==> run_1/cell_classes.png <==
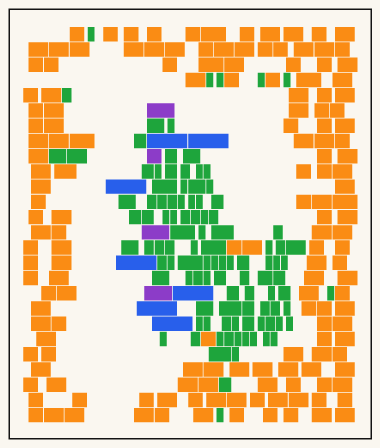
==> run_1/met3.png <==
Bar = 20 um.
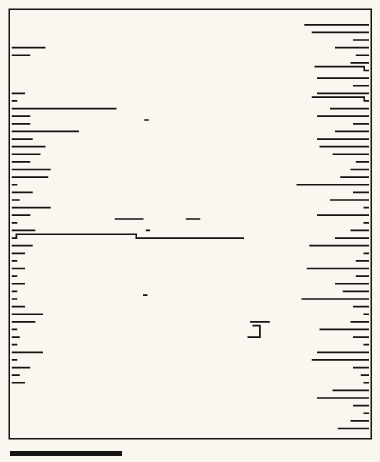
==> run_1/final_placement.png <==
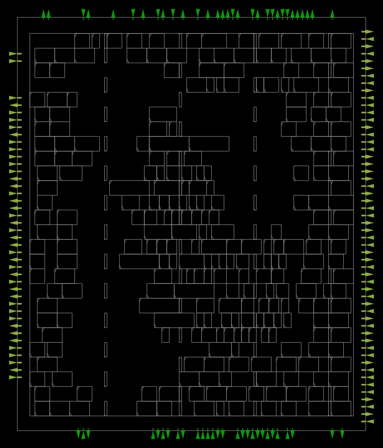
File: src/rtl/md_issue_ctrl_pkg.sv
// ============================================================================
// md_issue_ctrl_pkg
// Shared md op-class codes, ALUop encodings and issue-FSM state type.
// Revision: 1.0
// ============================================================================
`default_nettype none

package md_issue_ctrl_pkg;

    localparam logic [3:0] OP_NONE  = 4'd0;
    localparam logic [3:0] OP_MULT  = 4'd1;
    localparam logic [3:0] OP_MULTU = 4'd2;
    localparam logic [3:0] OP_DIV   = 4'd3;
    localparam logic [3:0] OP_DIVU  = 4'd4;
    localparam logic [3:0] OP_MTHI  = 4'd5;
    localparam logic [3:0] OP_MTLO  = 4'd6;
    localparam logic [3:0] OP_MFHI  = 4'd7;
    localparam logic [3:0] OP_MFLO  = 4'd8;

    localparam logic [5:0] ALU_NONE = 6'h00;
    localparam logic [5:0] ALU_MUL  = 6'h18;
    localparam logic [5:0] ALU_MULU = 6'h19;
    localparam logic [5:0] ALU_DIV  = 6'h1A;
    localparam logic [5:0] ALU_DIVU = 6'h1B;

    typedef enum logic [1:0] {
        ST_IDLE     = 2'd0,
        ST_MUL_WAIT = 2'd1,
        ST_DIV_WAIT = 2'd2
    } md_state_t;

    // Codes 9..15 fall outside this range and behave as NONE.
    function automatic logic is_md_op(input logic [3:0] op);
        return (op >= OP_MULT) && (op <= OP_MFLO);
    endfunction

    function automatic logic is_unit_op(input logic [3:0] op);
        return (op >= OP_MULT) && (op <= OP_DIVU);
    endfunction

    function automatic logic [5:0] alu_of(input logic [3:0] op);
        case (op)
            OP_MULT:  return ALU_MUL;
            OP_MULTU: return ALU_MULU;
            OP_DIV:   return ALU_DIV;
            OP_DIVU:  return ALU_DIVU;
            default:  return ALU_NONE;
        endcase
    endfunction

endpackage

`default_nettype wire

File: src/rtl/md_issue_ctrl.sv
// ============================================================================
// md_issue_ctrl
// Issues mul/div/HI-LO ops from E, tracks unit occupancy and stalls D-stage md ops.
// Revision: 1.0
// ============================================================================
`default_nettype none

module md_issue_ctrl #(
    parameter int MUL_CYC = 5,
    parameter int DIV_CYC = 10
) (
    input  logic        clk,
    input  logic        reset,
    input  logic [3:0]  d_md_op,
    input  logic [3:0]  e_md_op,
    input  logic        e_valid,
    input  logic        flush,
    input  logic [31:0] e_rs,
    input  logic [31:0] e_rt,
    input  logic        busy_in,
    output logic        start,
    output logic [5:0]  ALUop,
    output logic        hilowe,
    output logic        hilo_A3,
    output logic [31:0] md_rs,
    output logic [31:0] md_rt,
    output logic        rd_en,
    output logic        rd_sel,
    output logic        stall,
    output logic        err_sync
);
    import md_issue_ctrl_pkg::*;

    localparam logic [3:0] C_MUL_CYC = MUL_CYC[3:0];
    localparam logic [3:0] C_DIV_CYC = DIV_CYC[3:0];

    md_state_t   r_state;
    logic [3:0]  r_cnt;
    logic        r_err_sync;

    logic        w_busy;
    logic        w_issue_ok;
    logic        w_e_md;
    logic        w_e_unit;
    logic        w_e_is_mul;
    logic        w_d_md;

    assign w_busy     = (r_state != ST_IDLE);
    assign w_issue_ok = e_valid & ~flush & ~reset;
    assign w_e_md     = is_md_op(e_md_op);
    assign w_e_unit   = is_unit_op(e_md_op);
    assign w_e_is_mul = (e_md_op == OP_MULT) || (e_md_op == OP_MULTU);
    assign w_d_md     = is_md_op(d_md_op);

    // Nothing issues while the unit is occupied; such an op is a sync error.
    assign start   = w_issue_ok & w_e_unit & ~w_busy;
    assign ALUop   = start ? alu_of(e_md_op) : ALU_NONE;
    assign hilowe  = w_issue_ok & ~w_busy & ((e_md_op == OP_MTHI) || (e_md_op == OP_MTLO));
    assign hilo_A3 = hilowe & (e_md_op == OP_MTLO);
    assign rd_en   = w_issue_ok & ~w_busy & ((e_md_op == OP_MFHI) || (e_md_op == OP_MFLO));
    assign rd_sel  = rd_en & (e_md_op == OP_MFLO);
    assign stall   = ~reset & w_d_md & (w_busy | start);

    assign md_rs    = e_rs;
    assign md_rt    = e_rt;
    assign err_sync = r_err_sync;

    always_ff @(posedge clk) begin
        if (reset) begin
            r_state    <= ST_IDLE;
            r_cnt      <= 4'd0;
            r_err_sync <= 1'b0;
        end else begin
            if ((w_busy != busy_in) || (w_issue_ok & w_e_md & w_busy)) begin
                r_err_sync <= 1'b1;
            end

            case (r_state)
                ST_IDLE: begin
                    if (start) begin
                        if (w_e_is_mul) begin
                            r_state <= ST_MUL_WAIT;
                            r_cnt   <= C_MUL_CYC;
                        end else begin
                            r_state <= ST_DIV_WAIT;
                            r_cnt   <= C_DIV_CYC;
                        end
                    end
                end
                ST_MUL_WAIT, ST_DIV_WAIT: begin
                    // cnt counts remaining busy cycles including the current one.
                    if (r_cnt <= 4'd1) begin
                        r_state <= ST_IDLE;
                        r_cnt   <= 4'd0;
                    end else begin
                        r_cnt   <= r_cnt - 4'd1;
                    end
                end
                default: begin
                    r_state <= ST_IDLE;
                    r_cnt   <= 4'd0;
                end
            endcase
        end
    end

endmodule

`default_nettype wire

File: config.mk
export PLATFORM = sky130hd
export DESIGN_NAME = md_issue_ctrl
export DESIGN_NICKNAME = d
export VERILOG_FILES = /design/src/rtl/md_issue_ctrl_pkg.sv /design/src/rtl/md_issue_ctrl.sv
export SDC_FILE = /design/constraint.sdc
export NUM_CORES = 1
export LEC_CHECK = 0
export ABC_AREA = 1
export CORE_ASPECT_RATIO = 1.2
export CORE_MARGIN = 2
export CORE_UTILIZATION = 28
export CTS_BUF_LIST = sky130_fd_sc_hd__clkbuf_4 sky130_fd_sc_hd__clkbuf_8 sky130_fd_sc_hd__clkbuf_16
export DETAILED_ROUTE_END_ITERATION = 7
export GPL_ROUTABILITY_DRIVEN = 0
export GPL_TIMING_DRIVEN = 0
export PLACE_DENSITY = 0.85
export SYNTH_ARGS = -nofsm -noshare
export SYNTH_HDL_FRONTEND = slang
export SYNTH_SLANG_ARGS = --single-unit
File: constraint.sdc
create_clock -name clk -period 4.5 [get_ports clk]
set_clock_uncertainty 0.2 [all_clocks]
set_input_delay 0.9 -clock clk [delete_from_list [all_inputs] [get_ports clk]]
set_output_delay 0.9 -clock clk [all_outputs]
set_load 0.1 [all_outputs]
==> results.sh, run 1 <==
# physical design summary
export IMPL_clockPowerShare=0.169
export IMPL_layout_nonclk_buf_frac=0.627
export IMPL_maxCapViolCount=0
export IMPL_avgViaCountPerCell=4.13
export IMPL_hold_start="err_sync$_SDFFE_PP0P_"
export IMPL_max_vdd_ir_drop_v=0.000107
export IMPL_diodes=0
export IMPL_critPathMaxStageDelay_ps=1120
export IMPL_synth_seq_share=0.115
export IMPL_drt_pass1_iter_count=4
export IMPL_largest_class="non-clock buffers"
export IMPL_ff_latch_area_um2=140
export IMPL_dp_cells=322
export IMPL_yosys_cells=179
export IMPL_insertion_delay_ps=230
export IMPL_worstSetupEndpoint="start"
export IMPL_period_used=0.965
export IMPL_largest_register_ffs=4
export IMPL_drtIter0Drc=33
export IMPL_gr_total_overflow=0
export IMPL_comb_share=0.213
export IMPL_critPathSlowestCell="clkdlybuf4s50_1"
export IMPL_grt_pass1_vias=1263
export IMPL_timing_rr_end="r_cnt[1]$_SDFFE_PP0P_"
export IMPL_synth_logic_top_family="buffers and inverters"
export IMPL_numCtsBuffers=3
export IMPL_reg2regPathDepth=9
export IMPL_yosys_area_share_aoi=0.0838
export IMPL_antenna_found_initial=0
export IMPL_cts_hold_buf=0
export IMPL_final_hold_viol_count=0
export IMPL_portBuffers=86
export IMPL_die_h_um=76.4
export IMPL_timing_critical_path_cells="clkdlybuf4s50_1 -> nor2_2 -> nand2_2 -> nand3_1 -> nor2_1 -> nand2_1 -> inv_2 -> clkdlybuf4s50_1"
export IMPL_endpoint_kind="output port"
export IMPL_setup_viol=0
export IMPL_crit_buf_inv=3
export IMPL_post_cts_buffers=0
export IMPL_clockBufferDepth=2
export IMPL_finalCriticalPeriod_ps=4340
export IMPL_met3_usage=0.0502
export IMPL_top_area_frac=0.417
export IMPL_comb_multi_input_count=79
export IMPL_pg_comb_mw=0.393
export IMPL_cts_clk_slew_worst_paths_ps=40
export IMPL_place_area_um2=2160
export IMPL_timing_critical_path_fanout_max=7
export IMPL_syn_to_final_growth_pct=81.8
export IMPL_status="completed"
export IMPL_edf_count=0
export IMPL_swShare=0.569
export IMPL_ff_type="dfxtp_1"
export IMPL_p_int_mw=0.239
export IMPL_synthSimpleGateAreaFrac=0.231
export IMPL_cts_sinks=7
export IMPL_hp_class="reg2reg"
export IMPL_rsz0062_at_grt="no"
export IMPL_clkCellAreaFrac=0.0219
export IMPL_maxSlewViolCount=0
export IMPL_mostFrequentLayoutCell="clkdlybuf4s50_1"
export IMPL_hold_end="err_sync$_SDFFE_PP0P_"
export IMPL_max_slew_worst_pin_slew_ps=1020
export IMPL_xor_share=0.0215
export IMPL_dr_wl_met3_um=484
## Picture notes: cell_classes.png
[blue] flip-flops | cells: 7 | share of their area: 6.5%
[purple] clock drivers and dummy loads | cells: 4 | share of their area: 2.3%
[orange] other buffers and delay cells | cells: 155 | share of their area: 65%
[green] all other logic | cells: 104 | share of their area: 26%
Final Instance Area: 2220 um2
post-layout util: 0.526
row count: 26
Seq area share: 0.0630

## Picture notes: met3.png
main direction: horizontal
nets with wire on the layer: 99
longest straight run: 21.4 um
wire length on this layer: 484 um
share of all routed wire: 15%

## Picture notes: final_placement.png
tapcells inserted: 56
core area: 4230 um2
Final Instance Count excl. Fillers: 326

==> run_1/density.png <==
The die is cut into 6 by 8 equal tiles; white is low, dark blue is high, 0 to 100% covered.
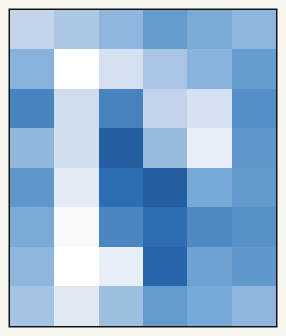

## Run 2: what changed since run 1
--- a/config.mk
+++ b/config.mk
@@ -14,6 +14,7 @@
 export GPL_ROUTABILITY_DRIVEN = 0
 export GPL_TIMING_DRIVEN = 0
 export PLACE_DENSITY = 0.85
+export SETUP_SLACK_MARGIN = 0.05
 export SYNTH_ARGS = -nofsm -noshare
 export SYNTH_HDL_FRONTEND = slang
 export SYNTH_SLANG_ARGS = --single-unit
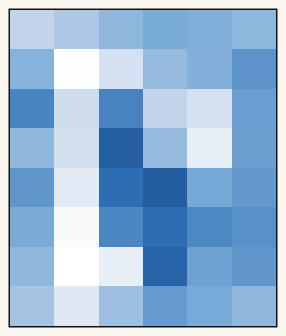
(run_2/density.png)
The die is cut into 6 by 8 equal tiles; white is low, dark blue is high, 0 to 100% covered.
mean over tiles: 44%
emptiest ninth of the die: bottom left
nearly empty tiles: 4.2%

==> results.sh, run 2 <==
# physical design summary
export IMPL_status="completed"
export IMPL_yosys_cells=179
export IMPL_pg_comb_mw=0.393
export IMPL_dp_cells=322
export IMPL_top_area_frac=0.417
export IMPL_stdcell_count=326
export IMPL_post_cts_buffers=0
export IMPL_dr_wl_met3_um=468
export IMPL_final_util=0.524
export IMPL_clockPowerShare=0.169
export IMPL_diodes=0
export IMPL_grt_pass1_vias=1263
export IMPL_seq_area_frac=0.0632
export IMPL_hold_end="err_sync$_SDFFE_PP0P_"
export IMPL_maxSlewViolCount=0
export IMPL_clockBufferDepth=2
export IMPL_edf_count=0
export IMPL_synth_logic_top_family="buffers and inverters"
export IMPL_coreArea_um2=4230
export IMPL_drtIter0Drc=31
export IMPL_numCtsBuffers=3
export IMPL_p_int_mw=0.239
export IMPL_timing_rr_end="r_cnt[1]$_SDFFE_PP0P_"
export IMPL_hp_class="reg2reg"
export IMPL_layout_nonclk_buf_frac=0.626
export IMPL_cts_hold_buf=0
export IMPL_largest_class="non-clock buffers"
export IMPL_die_h_um=76.4
export IMPL_synth_seq_share=0.115
export IMPL_syn_to_final_growth_pct=81.1
export IMPL_max_slew_worst_pin_slew_ps=1020
export IMPL_final_hold_viol_count=0
export IMPL_cts_sinks=7
export IMPL_mostFrequentLayoutCell="clkdlybuf4s50_1"
export IMPL_fin_area_um2=2220
export IMPL_swShare=0.569
export IMPL_critPathMaxStageDelay_ps=1170
export IMPL_taps=56
export IMPL_endpoint_kind="output port"
export IMPL_critPathSlowestCell="clkdlybuf4s50_1"
export IMPL_avgViaCountPerCell=4.12
export IMPL_setup_viol=0
export IMPL_worstSetupEndpoint="rd_en"
export IMPL_timing_critical_path_cells="clkdlybuf4s50_1 -> inv_1 -> nor2_2 -> nand2_4 -> nor2_1 -> inv_1 -> o22ai_1 -> clkdlybuf4s50_1"
export IMPL_cts_clk_slew_worst_paths_ps=40
export IMPL_xor_share=0.0215
export IMPL_finalCriticalPeriod_ps=4290
export IMPL_ff_latch_area_um2=140
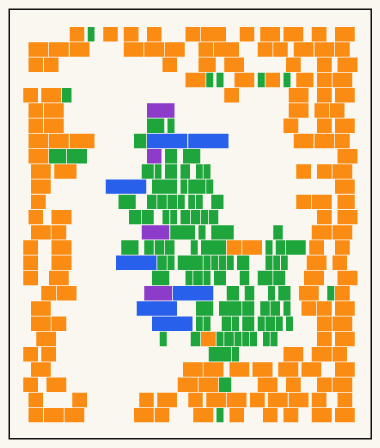
(run_2/cell_classes.png)
[orange] other buffers and delay cells | cells: 155 | share of their area: 65%
[green] all other logic | cells: 104 | share of their area: 27%
[blue] flip-flops | cells: 7 | share of their area: 6.5%
[purple] clock drivers and dummy loads | cells: 4 | share of their area: 2.3%

==> run_2/final_placement.png <==
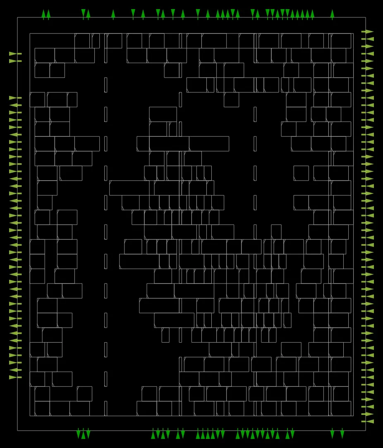

## Run 3: what changed since run 2
--- a/config.mk
+++ b/config.mk
@@ -6,14 +6,16 @@
 export NUM_CORES = 1
 export LEC_CHECK = 0
 export ABC_AREA = 1
+export CELL_PAD_IN_SITES_DETAIL_PLACEMENT = 1
+export CELL_PAD_IN_SITES_GLOBAL_PLACEMENT = 2
 export CORE_ASPECT_RATIO = 1.2
 export CORE_MARGIN = 2
-export CORE_UTILIZATION = 28
+export CORE_UTILIZATION = 12
 export CTS_BUF_LIST = sky130_fd_sc_hd__clkbuf_4 sky130_fd_sc_hd__clkbuf_8 sky130_fd_sc_hd__clkbuf_16
 export DETAILED_ROUTE_END_ITERATION = 7
-export GPL_ROUTABILITY_DRIVEN = 0
 export GPL_TIMING_DRIVEN = 0
-export PLACE_DENSITY = 0.85
+export PLACE_DENSITY = 0.86
+export RECOVER_POWER = 100
 export SETUP_SLACK_MARGIN = 0.05
 export SYNTH_ARGS = -nofsm -noshare
 export SYNTH_HDL_FRONTEND = slang
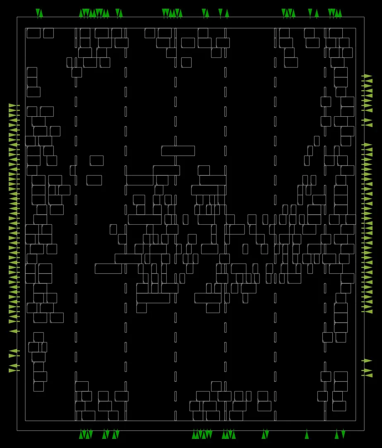
(run_3/final_placement.png)
tapcells inserted: 126
Layout fillers: 1222
Final Instance Count excl. Fillers: 396
Flops: 7

==> results.sh, run 3 <==
# physical design summary
export IMPL_status="completed"
export IMPL_hold_end="err_sync$_SDFFE_PP0P_"
export IMPL_coreArea_um2=9960
export IMPL_period_used=0.964
export IMPL_final_util=0.230
export IMPL_yosys_area_share_aoi=0.0838
export IMPL_ff_latch_area_um2=140
export IMPL_final_hold_viol_count=0
export IMPL_max_vdd_ir_drop_v=0.0000876
export IMPL_top_area_frac=0.417
export IMPL_ff_type="dfxtp_1"
export IMPL_post_cts_buffers=0
export IMPL_portBuffers=86
export IMPL_comb_multi_input_count=79
export IMPL_drtAntennaViolNets=0
export IMPL_timing_rr_end="r_cnt[1]$_SDFFE_PP0P_"
export IMPL_rsz0062_at_grt="no"
export IMPL_place_area_um2=2250
export IMPL_largest_class="non-clock buffers"
export IMPL_holdWs_ps=249
export IMPL_cts_sinks=7
export IMPL_synth_logic_top_family="buffers and inverters"
export IMPL_largest_register_ffs=4
export IMPL_route_met2_wl_um=1800
export IMPL_setup_slack_ps=160
export IMPL_comb_share=0.204
export IMPL_hold_start="err_sync$_SDFFE_PP0P_"
export IMPL_cts_clk_slew_worst_paths_ps=40
export IMPL_synthSimpleGateAreaFrac=0.231
export IMPL_dpl_hpwl_um=3270
export IMPL_die_w_um=96.2
export IMPL_maxCapViolCount=0
export IMPL_yosys_area_top_type="buf_4"
export IMPL_synth_seq_share=0.115
export IMPL_timing_critical_path_fanout_max=3
export IMPL_layout_nonclk_buf_frac=0.588
export IMPL_pg_comb_mw=0.380
export IMPL_fin_area_um2=2290
export IMPL_max_slew_worst_pin_slew_ps=1180
export IMPL_num_rows=40
export IMPL_finalCriticalPeriod_ps=4340
export IMPL_edf_count=0
export IMPL_hp_class="reg2reg"
export IMPL_xor_share=0.0215
export IMPL_reg2regPathDepth=9
export IMPL_p_int_mw=0.283
export IMPL_clkCellAreaFrac=0.0361
export IMPL_clockPowerShare=0.261
export IMPL_grt_pass1_vias=1376
export IMPL_dp_cells=392
export IMPL_seq_area_frac=0.0613
export IMPL_timing_critical_path_cells="clkdlybuf4s50_1 -> inv_1 -> nor2_2 -> nand2_4 -> nor2_1 -> inv_1 -> o22ai_1 -> dlygate4sd3_1"
export IMPL_gr_total_overflow=0
export IMPL_endpoint_kind="output port"
export IMPL_grt_busiest_layer="met2"
export IMPL_setup_viol=0
export IMPL_avgViaCountPerCell=3.45
export IMPL_comb_power_share=0.629
export IMPL_drtIter0Drc=25
export IMPL_crit_buf_inv=4
export IMPL_nets=352
export IMPL_maxSlewViolCount=0
export IMPL_critPathMaxStageDelay_ps=1220
export IMPL_clockBufferDepth=2
export IMPL_cts_hold_buf=0
export IMPL_dr_wl_met3_um=548
export IMPL_met3_usage=0.0165
export IMPL_numCtsBuffers=3
export IMPL_critPathSlowestCell="dlygate4sd3_1"
export IMPL_die_h_um=115
export IMPL_insertion_delay_ps=230
export IMPL_syn_to_final_growth_pct=86.9
export IMPL_worstSetupEndpoint="rd_en"
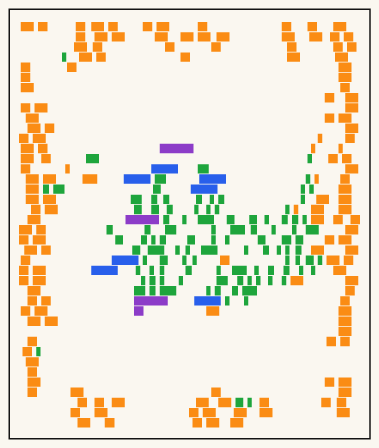
(run_3/cell_classes.png)
[blue] flip-flops | cells: 7 | share of their area: 6.6%
[purple] clock drivers and dummy loads | cells: 4 | share of their area: 3.9%
[green] all other logic | cells: 104 | share of their area: 26%
[orange] other buffers and delay cells | cells: 155 | share of their area: 63%

